===== config.mk =====
export PLATFORM = sky130hd
export DESIGN_NAME = pixel_pack_writer_flat
export DESIGN_NICKNAME = d
export VERILOG_FILES = /design/src/rtl/pixel_pack_writer_pkg.sv /design/src/rtl/pixel_pack_writer_if.sv /design/src/rtl/pixel_lane_packer.sv /design/src/rtl/pixel_pack_writer.sv /design/src/flat_wrapper.sv
export SDC_FILE = /design/constraint.sdc
export NUM_CORES = 1
export LEC_CHECK = 0
export ABC_CLOCK_PERIOD_IN_PS = 9800
export CAP_MARGIN = 20
export CORE_MARGIN = 2
export CORE_UTILIZATION = 30
export CTS_BUF_LIST = sky130_fd_sc_hd__clkbuf_16
export CTS_CLUSTER_DIAMETER = 60
export DETAILED_ROUTE_END_ITERATION = 6
export SYNTH_ARGS = -nofsm -noshare
export SYNTH_HDL_FRONTEND = slang
export SYNTH_SLANG_ARGS = --single-unit

===== constraint.sdc =====
create_clock -name CLK -period 9.8 [get_ports CLK]
set_input_delay 2.45 -clock CLK [delete_from_list [all_inputs] [get_ports CLK]]
set_output_delay 2.45 -clock CLK [all_outputs]
set_load 0.01 [all_outputs]

===== src/rtl/pixel_pack_writer_pkg.sv =====
// Shared types and width helpers for the pixel pack writer.
// Holds the FSM state encoding and the BRAM word / byte-enable width math.
package pixel_pack_writer_pkg;

    localparam int DEF_PIX_W = 8;

    typedef enum logic [1:0] {
        ST_IDLE  = 2'd0,
        ST_RUN   = 2'd1,
        ST_FLUSH = 2'd2,
        ST_DONE  = 2'd3
    } state_t;

    function automatic int word_w(input int pix_w, input int beats);
        return 4 * pix_w * beats;
    endfunction

    function automatic int be_w(input int pix_w, input int beats);
        return word_w(pix_w, beats) / 8;
    endfunction

endpackage


===== src/rtl/pixel_pack_writer_if.sv =====
// Control, pixel-input and BRAM-write bundle of the pixel pack writer.
// master: steer/control side plus BRAM sink; slave: the writer itself.
interface pixel_pack_writer_if
    import pixel_pack_writer_pkg::*;
#(
    parameter int PIX_W          = DEF_PIX_W,
    parameter int BEATS_PER_WORD = 2,
    parameter int ADDR_W         = 10,
    parameter int CNT_W          = 16
);
    localparam int WORD_W = word_w(PIX_W, BEATS_PER_WORD);
    localparam int BE_W   = be_w(PIX_W, BEATS_PER_WORD);

    logic              start;
    logic [ADDR_W-1:0] base_addr;
    logic [CNT_W-1:0]  num_beats;
    logic              in_valid;
    logic [PIX_W-1:0]  in1;
    logic [PIX_W-1:0]  in2;
    logic [PIX_W-1:0]  in3;
    logic [PIX_W-1:0]  in4;
    logic              bram_we;
    logic [ADDR_W-1:0] bram_addr;
    logic [WORD_W-1:0] bram_din;
    logic [BE_W-1:0]   bram_be;
    logic              busy;
    logic              complete;
    logic              overflow;

    modport master (
        output start, base_addr, num_beats,
        output in_valid, in1, in2, in3, in4,
        input  bram_we, bram_addr, bram_din, bram_be,
        input  busy, complete, overflow
    );

    modport slave (
        input  start, base_addr, num_beats,
        input  in_valid, in1, in2, in3, in4,
        output bram_we, bram_addr, bram_din, bram_be,
        output busy, complete, overflow
    );

endinterface


===== src/rtl/pixel_lane_packer.sv =====
// Lane insert register: collects 4-pixel beats into one BRAM word.
// Ports: i_clear/i_load/i_lane/i_beat in; o_word, o_be, o_word_ins out.
module pixel_lane_packer
    import pixel_pack_writer_pkg::*;
#(
    parameter int PIX_W          = DEF_PIX_W,
    parameter int BEATS_PER_WORD = 2,
    parameter int LIW            = 1
) (
    input  logic                 clk,
    input  logic                 rst,
    input  logic                 i_clear,
    input  logic                 i_load,
    input  logic [LIW-1:0]       i_lane,
    input  logic [4*PIX_W-1:0]   i_beat,
    output logic [word_w(PIX_W, BEATS_PER_WORD)-1:0] o_word,
    output logic [be_w(PIX_W, BEATS_PER_WORD)-1:0]   o_be,
    output logic [word_w(PIX_W, BEATS_PER_WORD)-1:0] o_word_ins
);
    localparam int LANE_W = 4 * PIX_W;
    localparam int LANE_B = LANE_W / 8;
    localparam int WORD_W = word_w(PIX_W, BEATS_PER_WORD);
    localparam int BE_W   = be_w(PIX_W, BEATS_PER_WORD);

    logic [WORD_W-1:0] r_word;
    logic [BE_W-1:0]   r_be;
    logic [WORD_W-1:0] w_word_ins;
    logic [BE_W-1:0]   w_be_ins;

    always_comb begin
        w_word_ins = r_word;
        w_be_ins   = r_be;
        for (int l = 0; l < BEATS_PER_WORD; l++) begin
            if (i_lane == l[LIW-1:0]) begin
                w_word_ins[l*LANE_W +: LANE_W] = i_beat;
                w_be_ins[l*LANE_B +: LANE_B]   = '1;
            end
        end
    end

    // Clear wins over load: on the last lane the full word leaves
    // through o_word_ins in the same edge that empties the register.
    always_ff @(posedge clk or posedge rst) begin
        if (rst) begin
            r_word <= '0;
            r_be   <= '0;
        end else if (i_clear) begin
            r_word <= '0;
            r_be   <= '0;
        end else if (i_load) begin
            r_word <= w_word_ins;
            r_be   <= w_be_ins;
        end
    end

    assign o_word     = r_word;
    assign o_be       = r_be;
    assign o_word_ins = w_word_ins;

endmodule


===== src/rtl/pixel_pack_writer.sv =====
// Packs 4-pixel beats into BRAM words, flushes partial words with BEs.
// Ports: CLK, rst (async high), bus (slave: control, pixels, BRAM, status).
module pixel_pack_writer
    import pixel_pack_writer_pkg::*;
#(
    parameter int PIX_W          = DEF_PIX_W,
    parameter int BEATS_PER_WORD = 2,
    parameter int ADDR_W         = 10,
    parameter int CNT_W          = 16
) (
    input  logic          CLK,
    input  logic          rst,
    pixel_pack_writer_if.slave bus
);
    localparam int WORD_W = word_w(PIX_W, BEATS_PER_WORD);
    localparam int BE_W   = be_w(PIX_W, BEATS_PER_WORD);
    localparam int LIW    = (BEATS_PER_WORD > 1) ?
                            $clog2(BEATS_PER_WORD) : 1;

    state_t            r_state;
    state_t            w_state_nxt;
    logic [CNT_W-1:0]  r_cnt;
    logic [CNT_W-1:0]  r_num;
    logic [LIW-1:0]    r_lane;
    logic [ADDR_W-1:0] r_waddr;
    logic              r_we;
    logic [ADDR_W-1:0] r_addr;
    logic [WORD_W-1:0] r_din;
    logic [BE_W-1:0]   r_be;
    logic              r_ovf;

    logic              w_start_acc;
    logic              w_load;
    logic              w_wr_full;
    logic              w_wr_flush;
    logic              w_clear;
    logic              w_last_lane;
    logic              w_end;
    logic [CNT_W-1:0]  w_cnt_inc;
    logic [LIW-1:0]    w_lane_nxt;
    logic [4*PIX_W-1:0] w_beat;
    logic [WORD_W-1:0] w_word;
    logic [BE_W-1:0]   w_be;
    logic [WORD_W-1:0] w_word_ins;

    assign w_beat = {bus.in4, bus.in3, bus.in2, bus.in1};

    pixel_lane_packer #(
        .PIX_W          (PIX_W),
        .BEATS_PER_WORD (BEATS_PER_WORD),
        .LIW            (LIW)
    ) u_packer (
        .clk        (CLK),
        .rst        (rst),
        .i_clear    (w_clear),
        .i_load     (w_load),
        .i_lane     (r_lane),
        .i_beat     (w_beat),
        .o_word     (w_word),
        .o_be       (w_be),
        .o_word_ins (w_word_ins)
    );

    always_ff @(posedge CLK or posedge rst) begin
        if (rst) r_state <= ST_IDLE;
        else     r_state <= w_state_nxt;
    end

    always_comb begin
        w_state_nxt = r_state;
        w_start_acc = 1'b0;
        w_load      = 1'b0;
        w_wr_full   = 1'b0;
        w_wr_flush  = 1'b0;
        w_last_lane = (r_lane == LIW'(BEATS_PER_WORD - 1));
        w_cnt_inc   = r_cnt + 1'b1;
        w_end       = (w_cnt_inc == r_num);
        w_lane_nxt  = w_last_lane ? '0 : r_lane + 1'b1;
        unique case (r_state)
            ST_IDLE, ST_DONE: begin
                if (bus.start) begin
                    w_start_acc = 1'b1;
                    w_state_nxt = (bus.num_beats == '0) ?
                                  ST_DONE : ST_RUN;
                end
            end
            ST_RUN: begin
                if (bus.in_valid) begin
                    w_load    = 1'b1;
                    w_wr_full = w_last_lane;
                    if (w_end)
                        w_state_nxt = w_last_lane ?
                                      ST_DONE : ST_FLUSH;
                end
            end
            ST_FLUSH: begin
                w_wr_flush  = 1'b1;
                w_state_nxt = ST_DONE;
            end
            default: w_state_nxt = ST_IDLE;
        endcase
        w_clear = w_start_acc | w_wr_full | w_wr_flush;
    end

    always_ff @(posedge CLK or posedge rst) begin
        if (rst) begin
            r_cnt   <= '0;
            r_num   <= '0;
            r_lane  <= '0;
            r_waddr <= '0;
            r_we    <= 1'b0;
            r_addr  <= '0;
            r_din   <= '0;
            r_be    <= '0;
            r_ovf   <= 1'b0;
        end else begin
            r_we <= 1'b0;
            r_be <= '0;
            if (w_start_acc) begin
                r_waddr <= bus.base_addr;
                r_num   <= bus.num_beats;
                r_cnt   <= '0;
                r_lane  <= '0;
            end
            if (w_load) begin
                r_cnt  <= w_cnt_inc;
                r_lane <= w_lane_nxt;
            end
            if (w_wr_full) begin
                r_we    <= 1'b1;
                r_addr  <= r_waddr;
                r_din   <= w_word_ins;
                r_be    <= '1;
                r_waddr <= r_waddr + 1'b1;
            end else if (w_wr_flush) begin
                r_we    <= 1'b1;
                r_addr  <= r_waddr;
                r_din   <= w_word;
                r_be    <= w_be;
                r_waddr <= r_waddr + 1'b1;
            end
            if (w_start_acc)
                r_ovf <= 1'b0;
            else if (bus.in_valid && r_state != ST_RUN)
                r_ovf <= 1'b1;
        end
    end

    assign bus.bram_we   = r_we;
    assign bus.bram_addr = r_addr;
    assign bus.bram_din  = r_din;
    assign bus.bram_be   = r_be;
    assign bus.busy      = (r_state == ST_RUN) ||
                           (r_state == ST_FLUSH);
    assign bus.complete  = (r_state == ST_DONE);
    assign bus.overflow  = r_ovf;

endmodule

===== src/flat_wrapper.sv =====
// flat-port wrapper written by rule: the top's interface ports become plain ports
module pixel_pack_writer_flat import pixel_pack_writer_pkg::*;
#(
    parameter int PIX_W          = DEF_PIX_W,
    parameter int BEATS_PER_WORD = 2,
    parameter int ADDR_W         = 10,
    parameter int CNT_W          = 16
)
  (CLK, rst, bus_start, bus_base_addr, bus_num_beats, bus_in_valid, bus_in1, bus_in2, bus_in3, bus_in4, bus_bram_we, bus_bram_addr, bus_bram_din, bus_bram_be, bus_busy, bus_complete, bus_overflow);
  pixel_pack_writer_if #(.PIX_W(PIX_W), .BEATS_PER_WORD(BEATS_PER_WORD), .ADDR_W(ADDR_W), .CNT_W(CNT_W)) bus_i ();
  input  logic CLK;
  input  logic rst;
  input wire logic [$bits(bus_i.start)-1:0] bus_start;
  input wire logic [$bits(bus_i.base_addr)-1:0] bus_base_addr;
  input wire logic [$bits(bus_i.num_beats)-1:0] bus_num_beats;
  input wire logic [$bits(bus_i.in_valid)-1:0] bus_in_valid;
  input wire logic [$bits(bus_i.in1)-1:0] bus_in1;
  input wire logic [$bits(bus_i.in2)-1:0] bus_in2;
  input wire logic [$bits(bus_i.in3)-1:0] bus_in3;
  input wire logic [$bits(bus_i.in4)-1:0] bus_in4;
  output wire logic [$bits(bus_i.bram_we)-1:0] bus_bram_we;
  output wire logic [$bits(bus_i.bram_addr)-1:0] bus_bram_addr;
  output wire logic [$bits(bus_i.bram_din)-1:0] bus_bram_din;
  output wire logic [$bits(bus_i.bram_be)-1:0] bus_bram_be;
  output wire logic [$bits(bus_i.busy)-1:0] bus_busy;
  output wire logic [$bits(bus_i.complete)-1:0] bus_complete;
  output wire logic [$bits(bus_i.overflow)-1:0] bus_overflow;
  assign bus_i.start = bus_start;
  assign bus_i.base_addr = bus_base_addr;
  assign bus_i.num_beats = bus_num_beats;
  assign bus_i.in_valid = bus_in_valid;
  assign bus_i.in1 = bus_in1;
  assign bus_i.in2 = bus_in2;
  assign bus_i.in3 = bus_in3;
  assign bus_i.in4 = bus_in4;
  assign bus_bram_we = bus_i.bram_we;
  assign bus_bram_addr = bus_i.bram_addr;
  assign bus_bram_din = bus_i.bram_din;
  assign bus_bram_be = bus_i.bram_be;
  assign bus_busy = bus_i.busy;
  assign bus_complete = bus_i.complete;
  assign bus_overflow = bus_i.overflow;
  pixel_pack_writer #(.PIX_W(PIX_W), .BEATS_PER_WORD(BEATS_PER_WORD), .ADDR_W(ADDR_W), .CNT_W(CNT_W)) u_core (.CLK(CLK), .rst(rst), .bus(bus_i));
endmodule

Fig. 1: run 1, the metal 2 layer
(3 px per µm) Cells faint in the background.
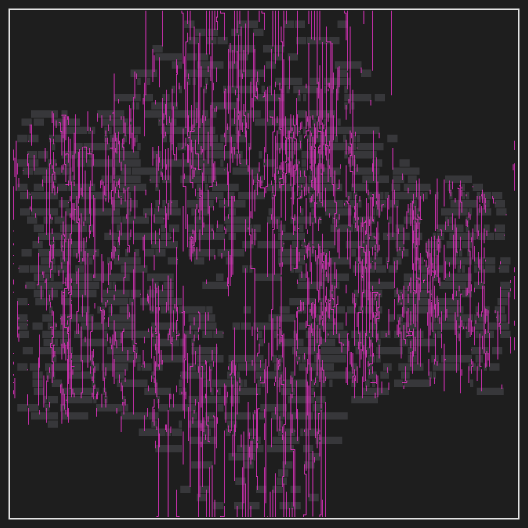
nets with wire on the layer = 825
share of all routed wire = 45%
main direction = vertical
met2 layer usage reported by global route: 0.2410
via count: 6266
sum of routed wire length over all layers: 21750 µm

Fig. 2: run 1, routed metal per tile
(2 px per µm) The die is cut into 34 by 34 equal tiles; dark blue is low, red is high, scaled to the fullest tile. Values are wire area over tile area, all layers added.
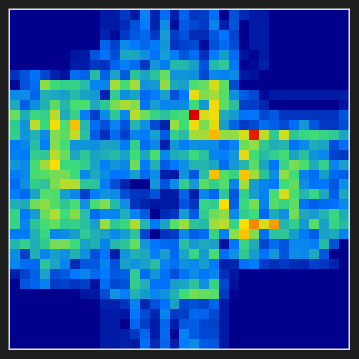
fullest tile = 0.52
emptiest ninth of the die = north-east
tiles over half the peak = 11%

==> PnR_summary.wiki, run 1 <==
== Metrics ==
{| class="wikitable"
! Metric !! Value
|-
| Area fraction in compound gates || 0.1160
|-
| Final number of hold-violating endpoints || 0
|-
| Number of buffer and inverter stages on the critical path || 3
|-
| Commonest Layout Cell || sky130_fd_sc_hd__nand2_1
|-
| Unique masters post-synth || 53
|-
| Synthesized flop and latch total || 189
|-
| Final clock period utilization by the worst path || 0.5196
|-
| TritonCTS Buffers || 17
|-
| Nature of the critical path startpoint || input pin
|-
| Fa+ha+maj area frac || 0.007631
|-
| Placement row count || 60
|-
| Placed Instance Area || 9907 µm²
|-
| RSZ-0062 raised after global routing || no
|-
| Dominant kind of combinational cell || simple AND/OR/NAND/NOR gates
|-
| Outcome || complete, no violations
|-
| Worst max-slew margin expressed relative to the limit || 0.3040
|-
| Final net count || 990
|-
| Combinational group power || 1.12 mW
|-
| Most frequent cells after synthesis || 230 x sky130_fd_sc_hd__nand2_1, 189 x sky130_fd_sc_hd__dfrtp_1, 58 x sky130_fd_sc_hd__o21ai_0
|-
| Log Warnings || 30
|-
| Final standard cell area without fillers || 10470 µm²
|-
| Reported leakage power || 4.904 nW
|-
| Pin count of the biggest net entering global routing || 115
|-
| Ratio of cells with drive above 1 in the final layout || 0.05983
|}
Fig. 3: run 1, metal 3
(3 px per µm) Cells faint in the background.
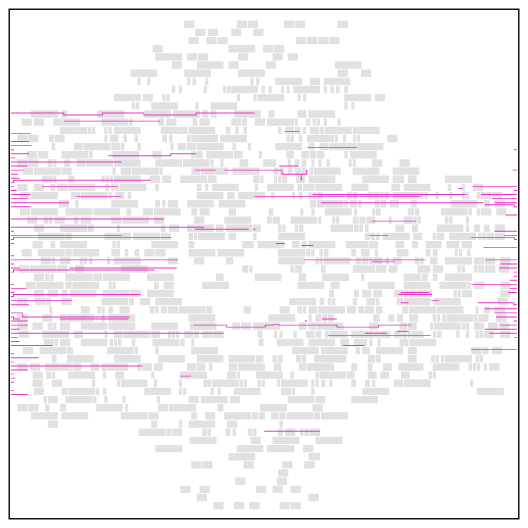
longest straight run = 70.6 µm
nets with wire on the layer = 112

Fig. 4: run 1, pin placement
(3 px per µm) Pins as bars across the die edge, other pins in gray.
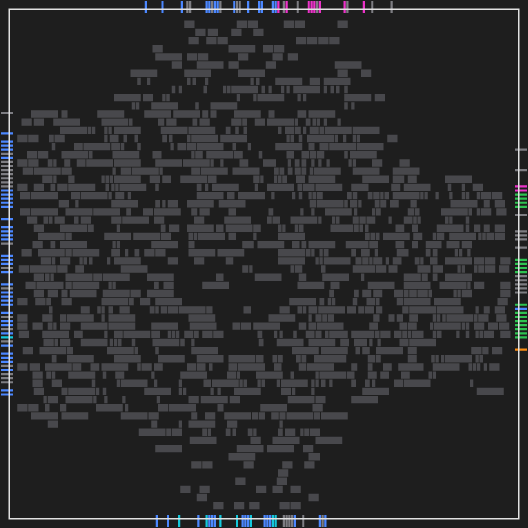
bus_in_valid -> orange  # pins 1, direction input, edge east
bus_bram_din -> blue  # pins 64, direction output, edge 35 west, 15 south, 13 north, 1 east
bus_base_addr -> magenta  # pins 10, direction input, edge 8 north, 2 east
bus_in1 -> cyan  # pins 8, direction input, edge 7 south, 1 west
bus_num_beats -> green  # pins 16, direction input, edge east
all pins by edge = 55 west, 33 north, 32 east, 28 south

## run 1: stage by stage
stage	power (mW)	std cells	hold WS (ps)	utilization
final	2.962	1277	465.2	0.3897
after global routing	3.161	1277	494.9	0.3897
after CTS	2.999	1277	471.9	0.3897
after detailed placement	2.315	1245	454.9	0.3686
after global placement	2.301	1245	452.6	0.3686
after floorplan	1.816	807	445.6	-
## run 1: state kept, by name (all words and copies together) (netlist names)
name	flops
u_core.r_lane	1
u_core.bus.bram_addr	10
u_core.u_packer.o_be	2
u_core.bus.overflow	1
u_core.u_packer.o_word	64
u_core.r_cnt	16
u_core.r_num	16
u_core.r_waddr	10
u_core.bus.bram_be	2
u_core.bus.bram_we	1
u_core.bus.bram_din	64
u_core.r_state	2
## run 1: worst paths after layout
check | endpoint | slack [ps] | startpoint | cells after the start
worst max-delay path | u_core.r_waddr[3] | 4710 | bus_in_valid | 9
min in group asynchronous | u_core.bus.bram_din[34] | 2550 | rst | 2
worst max register to register | u_core.r_waddr[3] | 6520 | u_core.r_state[1] | 10
worst min-delay path | u_core.bus.bram_addr[7] | 470 | u_core.bus.bram_addr[7] | 2
worst min register to register | u_core.bus.bram_addr[7] | 470 | u_core.bus.bram_addr[7] | 2
max in group asynchronous | u_core.u_packer.o_word[18] | 5790 | rst | 3
## run 1: final cells by class
class,count,area (µm²)
Fill cell,2666,16400
Sequential cell,189,4730
Multi-Input combinational cell,553,3189
Timing Repair Buffer,154,1524
Tap cell,341,426.7
Clock buffer,17,425.4
Clock inverter,15,140.1
Inverter,8,37.54
## run 1: routing by layer
layer	up-vias	global-route usage	wire length [µm]
met1	3107	0.2119	10020
li1	2986	-	-
met2	163	0.2410	9873
met3	10	0.05457	1724
met4	0	0.02787	129
met5	-	0	0
## Run 2: what changed since run 1
- ABC_CLOCK_PERIOD_IN_PS: 9800 -> 5300
- clock period: 9.8 -> 5.3 ns (I/O delays scaled with it)
Fig. 5: run 2, routed metal per tile
(2 px per µm) The die is cut into 34 by 34 equal tiles; dark blue is low, red is high, scaled to the fullest tile. Values are wire area over tile area, all layers added.
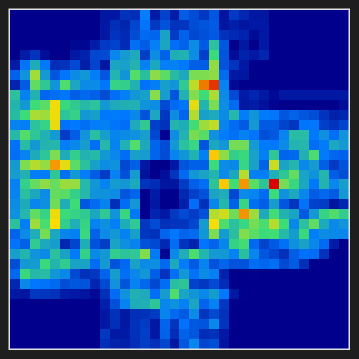
emptiest ninth of the die = north-east
densest ninth of the die = west
nearly empty tiles = 24%
mean over tiles = 0.12
fullest tile = 0.56
sum of routed wire length over all layers: 21570 µm
via count: 6229
Wirelength per Cell: 16.87 µm
GRT Util Overall: 0.1555

Fig. 6: run 2, pin placement
(3 px per µm) Pins as bars across the die edge, other pins in gray.
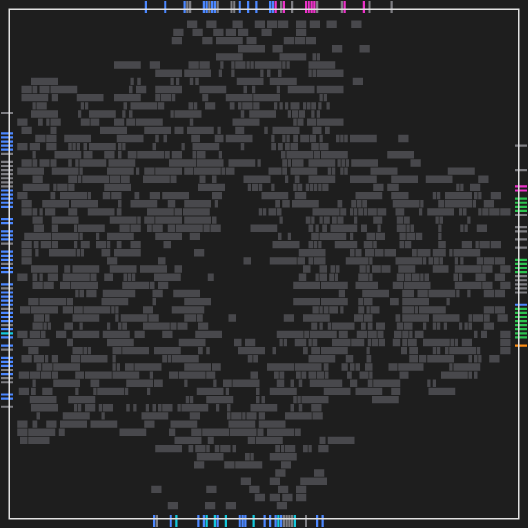
bus_num_beats -> green  # pins 16, direction input, edge east
bus_bram_din -> blue  # pins 64, direction output, edge 37 west, 14 south, 12 north, 1 east
bus_in1 -> cyan  # pins 8, direction input, edge 7 south, 1 west
bus_in_valid -> orange  # pins 1, direction input, edge east
bus_base_addr -> magenta  # pins 10, direction input, edge 8 north, 2 east
Port Buffer Count: 147
die width: 169.3 µm
die y size: 169.3 µm

==> PnR_summary.wiki, run 2 <==
== Metrics ==
{| class="wikitable"
! Metric !! Value
|-
| Cells on worst reg2reg path || 9
|-
| Fin Hold WS || 465.5 ps
|-
| Commonest Layout Cell || sky130_fd_sc_hd__nand2_1
|-
| Outcome || complete, no violations
|-
| Final core utilization || 0.3930
|-
| Synthesized flop and latch total || 189
|-
| Worst max-slew margin expressed relative to the limit || 0.3077
|-
| Ratio of cells with drive above 1 in the final layout || 0.06290
|-
| Met2 WL || 9676 µm
|-
| Layer with the highest usage after global routing || met2
|-
| Final Non-Filler Cells || 1279
|-
| Number of buffer and inverter stages on the critical path || 2
|-
| Log Warnings || 30
|-
| Placed Instance Area || 9931 µm²
|-
| Routed length on met1 || 10040 µm
|-
| Total design power || 5.625 mW
|-
| Final standard cell area without fillers || 10560 µm²
|-
| Final net count || 992
|-
| Unique masters post-synth || 53
|-
| Met3 WL || 1634 µm
|-
| Worst Hold Path Cells || 2
|-
| Met1 demand-to-capacity share in global routing || 0.2103
|-
| Final number of hold-violating endpoints || 0
|-
| Final clock period utilization by the worst path || 0.6388
|-
| RSZ-0062 raised after global routing || no
|-
| Top layer used by detailed routing || met4
|}
==> run 2: cell count changes in the layout (fill, tap and decap cells not counted), moves of 2 or more <==
| cell | previous run | this run |
|---|---|---|
| sky130_fd_sc_hd__inv_8 | 3 | 6 |
| sky130_fd_sc_hd__inv_6 | 3 | 0 |
| sky130_fd_sc_hd__bufinv_16 | 1 | 3 |
| sky130_fd_sc_hd__clkinv_2 | 2 | 0 |
==> run 2: logic make-up (layout without fill, tap and decap cells) <==
group	after synthesis	after routing	share of synthesized area
AOI/OAI and AO/OA	143	143	0.1160
xor gates and xnor gates	23	23	0.02457
buffers and inverters	65	196	0.03663
DFF	189	189	0.5769
and+or+nand+nor	349	349	0.1980
muxes	33	33	0.04029
adders and majority gates	5	5	0.007631
==> run 2: worst min-delay path: stages (launching register included) <==
cell	delay, ps
sky130_fd_sc_hd__dfrtp_1	340
sky130_fd_sc_hd__nand2_1	50
sky130_fd_sc_hd__nand2_1	50
==> run 2: layout make-up <==
class	count	area, µm²	share of cell area
clock buffers	17	425.4	0.04027
clock inverters	15	206.4	0.01955
inverters	8	33.78	0.003198
multi-input cells	553	3189	0.3019
flip-flops and latches	189	4730	0.4478
well taps	341	426.7	0.04039
repair buffers	156	1551	0.1469
==> run 2: path summary, 6_finish.rpt <==
check | from | endpoint | slack (ps)
max | bus_in_valid | u_core.r_waddr[2] | 1910
max reg2reg | u_core.r_state[0] | u_core.u_packer.o_word[28] | 2480
min reg2reg | u_core.bus.bram_din[11] | u_core.bus.bram_din[11] | 470
min | u_core.bus.bram_din[11] | u_core.bus.bram_din[11] | 470
max in group asynchronous | rst | u_core.r_num[13] | 2990
min in group asynchronous | rst | u_core.bus.bram_din[41] | 1510
## Run 3: what changed since run 2
- ABC_CLOCK_PERIOD_IN_PS: 5300 -> 2900
- clock period: 5.3 -> 2.9 ns (I/O delays scaled with it)
Fig. 7: run 3, track usage over the die
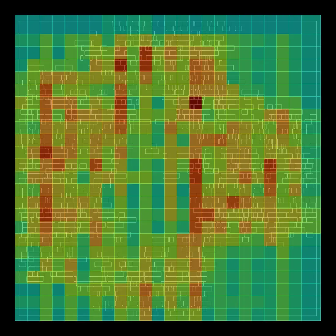
global routing usage on met3: 0.04944
final core utilization: 0.3965
met2 layer usage reported by global route: 0.2399

Fig. 8: run 3, the metal 2 layer
(3 px per µm) Cells faint in the background.
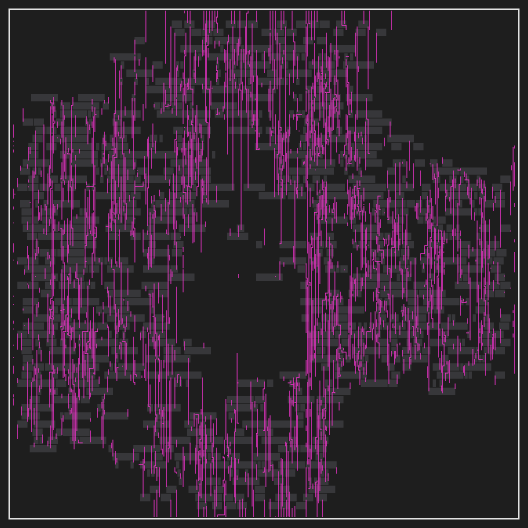
share of all routed wire = 45%
nets with wire on the layer = 824
main direction = vertical

==> PnR_summary.wiki, run 3 <==
== Metrics ==
{| class="wikitable"
! Metric !! Value
|-
| Outcome || complete, no violations
|-
| Instance count after placement with tap cells included || 1260
|-
| Final Non-Filler Cells || 1292
|-
| Reported leakage power || 4.995 nW
|-
| Commonest Layout Cell || sky130_fd_sc_hd__nand2_1
|-
| Ratio of cells with drive above 1 in the final layout || 0.07571
|-
| Unique masters post-synth || 53
|-
| Final number of hold-violating endpoints || 0
|-
| Number of buffer and inverter stages on the critical path || 3
|-
| Area fraction in compound gates || 0.1160
|-
| Placed Instance Area || 10080 µm²
|-
| Final clock period utilization by the worst path || 0.8861
|-
| Die y size || 169.3 µm
|-
| RSZ-0062 raised after global routing || no
|-
| Most frequent cells after synthesis || 230 x sky130_fd_sc_hd__nand2_1, 189 x sky130_fd_sc_hd__dfrtp_1, 58 x sky130_fd_sc_hd__o21ai_0
|-
| Placement row count || 60
|-
| Area fraction in and, or, nand and nor cells || 0.1980
|-
| GRT Util Overall || 0.1563
|-
| Worst max-slew margin expressed relative to the limit || 0.3822
|-
| Total design power || 10.25 mW
|-
| Pin count of the biggest net entering global routing || 104
|-
| TritonCTS Buffers || 17
|-
| Final net count || 1005
|-
| Post-synthesis share of cell area spent on xor and xnor gates || 0.02457
|}
-- run 3: worst min-delay path, delay by kind of cell (launching register included) --
kind	cells	cell delay (ps)
flops	1	350
simple gates	2	100
-- run 3: layout make-up --
cell class	instances	area, µm²
Tap cell	341	426.7
Multi-Input combinational cell	553	3189
Clock buffer	17	425.4
Fill cell	2596	16220
Sequential cell	189	4730
Clock inverter	15	152.6
Inverter	8	33.78
Timing Repair Buffer	169	1699
-- run 3: per-stage QoR --
step	util	hold WS, ps	setup slack [ps]
CTS	0.3965	476.9	299.4
global placement	0.3750	452.1	181.7
detailed placement	0.3750	458.8	185.8
floorplan	-	445.6	-259.5
finish	0.3965	468.6	330.3
global route	0.3965	495.2	236.5
-- run 3: where the power goes --
| group | switching, mW | leakage (nW) | internal [mW] |
|---|---|---|---|
| combinational | 2.22 | 2.18 | 1.81 |
| clock | 1.14 | 0.282 | 1.14 |
| sequential | 0.556 | 2.53 | 3.37 |
-- run 3: path summary, 6_finish.rpt --
check | from | to | slack (ps) | depth (start not counted)
worst max-delay path | u_core.r_state[0] | bus_busy | 330 | 4
worst min register to register | u_core.bus.bram_din[25] | u_core.bus.bram_din[25] | 470 | 2
worst max register to register | u_core.r_cnt[1] | u_core.r_state[1] | 440 | 7
min in group asynchronous | rst | u_core.bus.bram_din[43] | 760 | 3
max in group asynchronous | rst | u_core.bus.bram_be[3] | 1620 | 3
worst min-delay path | u_core.bus.bram_din[25] | u_core.bus.bram_din[25] | 470 | 2
-- run 3: routing by layer --
metal	wire, µm	GRT usage	vias up
met2	9729	0.2399	150
met1	10220	0.2163	3104
met3	1380	0.04944	12
met4	227	0.03567	0
met5	0	0	-
li1	-	-	3022
No activity file was given, so power comes from the tool's default toggle rates.
